Signal wires on met1:
Scale: 6 px per µm. Cells faint in the background.
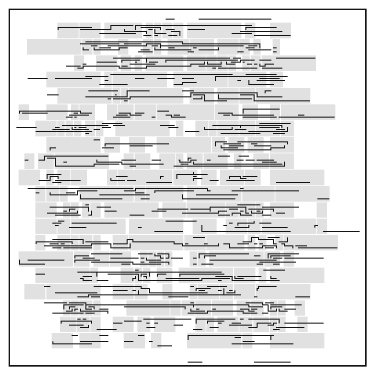
The metal 2 layer:
Scale: 8 px per µm.
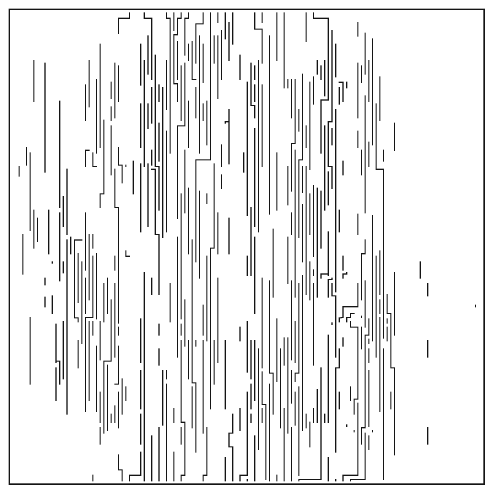
`src/rtl/bank_host_if.sv`:
```
// Host-side front end for a memory bank: accepts one request at a time, issues
// single-cycle w_en/r_en pulses and tracks the bank's precharge/write/sense sequence.
module bank_host_if #(
  parameter int ADDR_W = 6,
  parameter int DATA_W = 8
) (
  input  logic              clk,
  input  logic              rst_n,
  input  logic              req_valid,
  output logic              req_ready,
  input  logic              req_we,
  input  logic [ADDR_W-1:0] req_addr,
  input  logic [DATA_W-1:0] req_wdata,
  output logic              resp_valid,
  input  logic              resp_ready,
  output logic [DATA_W-1:0] resp_rdata,
  output logic              w_en,
  output logic              r_en,
  output logic [ADDR_W-1:0] bank_addr,
  output logic [DATA_W-1:0] bank_wdata,
  input  logic [DATA_W-1:0] sa_out
);

  typedef enum logic [2:0] {
    IDLE   = 3'd0,
    ISSUE  = 3'd1,
    WBUSY  = 3'd2,
    SENSE1 = 3'd3,
    SENSE2 = 3'd4,
    PRECH  = 3'd5
  } state_t;

  state_t state_r;
  state_t state_nxt_s;
  logic   op_we_r;
  logic   hs_s;

  // A pending response blocks acceptance so read data is never overwritten.
  assign req_ready = (state_r == IDLE) && !resp_valid;
  assign hs_s      = req_valid && req_ready;

  // State register.
  always_ff @(posedge clk or negedge rst_n) begin
    if (!rst_n) begin
      state_r <= IDLE;
    end else begin
      state_r <= state_nxt_s;
    end
  end

  // Next-state logic; every path returns through PRECH before IDLE.
  always_comb begin
    state_nxt_s = IDLE;
    case (state_r)
      IDLE:    state_nxt_s = hs_s ? ISSUE : IDLE;
      ISSUE:   state_nxt_s = op_we_r ? WBUSY : SENSE1;
      WBUSY:   state_nxt_s = PRECH;
      SENSE1:  state_nxt_s = SENSE2;
      SENSE2:  state_nxt_s = PRECH;
      PRECH:   state_nxt_s = IDLE;
      default: state_nxt_s = IDLE;
    endcase
  end

  // Request capture, enable pulses and read-response holding register.
  always_ff @(posedge clk or negedge rst_n) begin
    if (!rst_n) begin
      w_en       <= 1'b0;
      r_en       <= 1'b0;
      op_we_r    <= 1'b0;
      bank_addr  <= {ADDR_W{1'b0}};
      bank_wdata <= {DATA_W{1'b0}};
      resp_valid <= 1'b0;
      resp_rdata <= {DATA_W{1'b0}};
    end else begin
      // Enables are only ever set on the accepting edge, so ISSUE sees exactly one pulse.
      w_en <= hs_s && req_we;
      r_en <= hs_s && !req_we;
      if (hs_s) begin
        op_we_r    <= req_we;
        bank_addr  <= req_addr;
        bank_wdata <= req_wdata;
      end else begin
        op_we_r    <= op_we_r;
        bank_addr  <= bank_addr;
        bank_wdata <= bank_wdata;
      end
      if (state_r == SENSE2) begin
        resp_valid <= 1'b1;
        resp_rdata <= sa_out;
      end else if (resp_valid && resp_ready) begin
        resp_valid <= 1'b0;
        resp_rdata <= resp_rdata;
      end else begin
        resp_valid <= resp_valid;
        resp_rdata <= resp_rdata;
      end
    end
  end

endmodule
```
`config.mk`:
```
export PLATFORM = sky130hd
export DESIGN_NAME = bank_host_if
export DESIGN_NICKNAME = d
export VERILOG_FILES = /design/src/rtl/bank_host_if.sv
export SDC_FILE = /design/constraint.sdc
export NUM_CORES = 1
export LEC_CHECK = 0
export ABC_AREA = 1
export CAP_MARGIN = 40
export CORE_UTILIZATION = 37
export CTS_BUF_LIST = sky130_fd_sc_hd__clkbuf_16
export DETAILED_ROUTE_END_ITERATION = 12
export GPL_TIMING_DRIVEN = 1
export PLACE_DENSITY = 0.77
export SETUP_SLACK_MARGIN = 0.4
export SLEW_MARGIN = 20
export SYNTH_ARGS = -nofsm -noshare
export SYNTH_HDL_FRONTEND = slang
export SYNTH_SLANG_ARGS = --single-unit
```
`constraint.sdc`:
```
create_clock -name clk -period 1.2 [get_ports clk]
set_input_delay 0.12 -clock clk [delete_from_list [all_inputs] [get_ports clk]]
set_output_delay 0.12 -clock clk [all_outputs]
set_load 0.005 [all_outputs]
```
==> out/metrics.yaml <==
run_status:
  status: "finished with violations"
  violations: "negative setup slack"
sta:
  hold_ws_ns: 0.214
  fmaxAchievable_mhz: 803
  rsz0062_at_grt: "true"
  fin_skew_ns: 0.00565
  slew_headroom: 0.781
  maxSlewViolCount: 0
  fin_crit_sh: 1.04
  final-setup-viol-count: 12
  finalWorstSetupSlack_ns: -0.0448
  hold_viol_final: 0
  worstMarginPinSlew_ns: 0.328
place:
  gp_congestion: 0.753
  dp_cells: 225
  placed_cell_area_um2: 1830
  hpwlAfterDp_um: 2160
floorplan:
  die_area_um2: 3500
  die-height_um: 59.2
  tap_cells: 44
  fp_util: 0.393
  die_width_um: 59.2
  fp.coreArea_um2: 3080
synthesis:
  synth.top_cells.by_area: "dfrtp_1 60%, nand2_1 13%, nand4_1 7.8%, inv_1 4.0%, nand3_4 2.9%"
  synth_area_um2: 1210
  yosys_warnings: 0
  synthArstFlopShare: 1.00
  synth_flop_count: 29
  fa_ha_area_frac: 0
  ys_sh_simple: 0.283
  synth-xor-area-share: 0
  ys_sh_aoi: 0.0372
  ys_seq_frac: 0.600
  topCombFamilyByArea: "simple AND/OR/NAND/NOR gates"
  yosys.area.top_type: "dfrtp_1"
  ys_chip_area_um2: 1210
  synthMuxAreaShare: 0
  synth.distinct_cells: 16
  ys_top_cells_by_count: "41 x nand2_1, 29 x dfrtp_1, 15 x nand4_1"
routing:
  wirelength_um: 3980
  ant_nets: 0
  wl_met3_um: 124
  wl_per_cell_um: 15.3
  wl_met1_um: 1670
  drt_iter0_drc: 34
  dr.pass1.iters: 4
  top_layer: "met4"
  dr_wl_met2_um: 2130
  num_vias: 1275
final_layout:
  clock_area_frac: 0.0604
  top_regs: "bank_wdata x8, resp_rdata x8, bank_addr x6"
  seq_cells: 29
  sh_comb_area: 0.225
  fillerInstances: 218
  finalCoreUtilization: 0.713
  drive_gt1_frac: 0.406
  finalInstanceArea_um2: 2190
  buffer_area_frac: 0.335
  mostFrequentLayoutCells: "37 x nand2_1, 28 x dfrtp_1, 26 x clkdlybuf4s50_1"
  clockBufferCount: 5
  seqCellArea_um2: 727
  logic_area_um2: 494
  nets: 244
setup_path:
  cp_num_cells: 6
  r2r_start: "state_r[0]"
  crit_type: "reg2reg"
  end_kind: "flip-flop"
  rrSetupSlack_ns: -0.04
  ff2ff_path_depth: 6
  rr_endpoint: "bank_addr[3]"
  path_common_cell: "nand2_1"
  crit_buf_inv: 2
  crit_end: "bank_addr[3]"
  required_ns: 1.35
  slowest_delay_ns: 0.39
  cp-start-kind: "flip-flop"
  worst_path_dominant_cell_family: "simple AND/OR/NAND/NOR gates"
worst_hold_path:
  min_path_type: "in2async"
job:
  maxCapViolCount: 0
  warnings: 29
pwr:
  vdd_drop_max_mv: 1.30
  power.leakage_nw: 1.13
  power_clock_mw: 1.11
  comb_power_share: 0.537
  switching_share: 0.364
  intPower_mw: 3.84
  power.share.clock: 0.185
global_route:
  grt.total_usage: 0.207
  grt-ovfl-total: 0
  grtUsageMet2: 0.363
  grt_util_met3: 0.0524
  grt_max_degree: 30
  grt-busiest-layer: "met2"
clock_network:
  cts_tree: "done"
  clkTransAtPathRegs_ns: 0.05
  postCtsHoldBufs: 0
  clock_sinks: 29
  htree_levels: 2
About 'signal wires on met1':
share of all routed wire	42%
nets with wire on the layer	222
wire length on this layer	1670 µm
longest straight run	27.1 µm

About 'the metal 2 layer':
share of all routed wire	53%
main direction	vertical
wire length on this layer	2130 µm

Power is estimated from default activity; no workload was simulated.
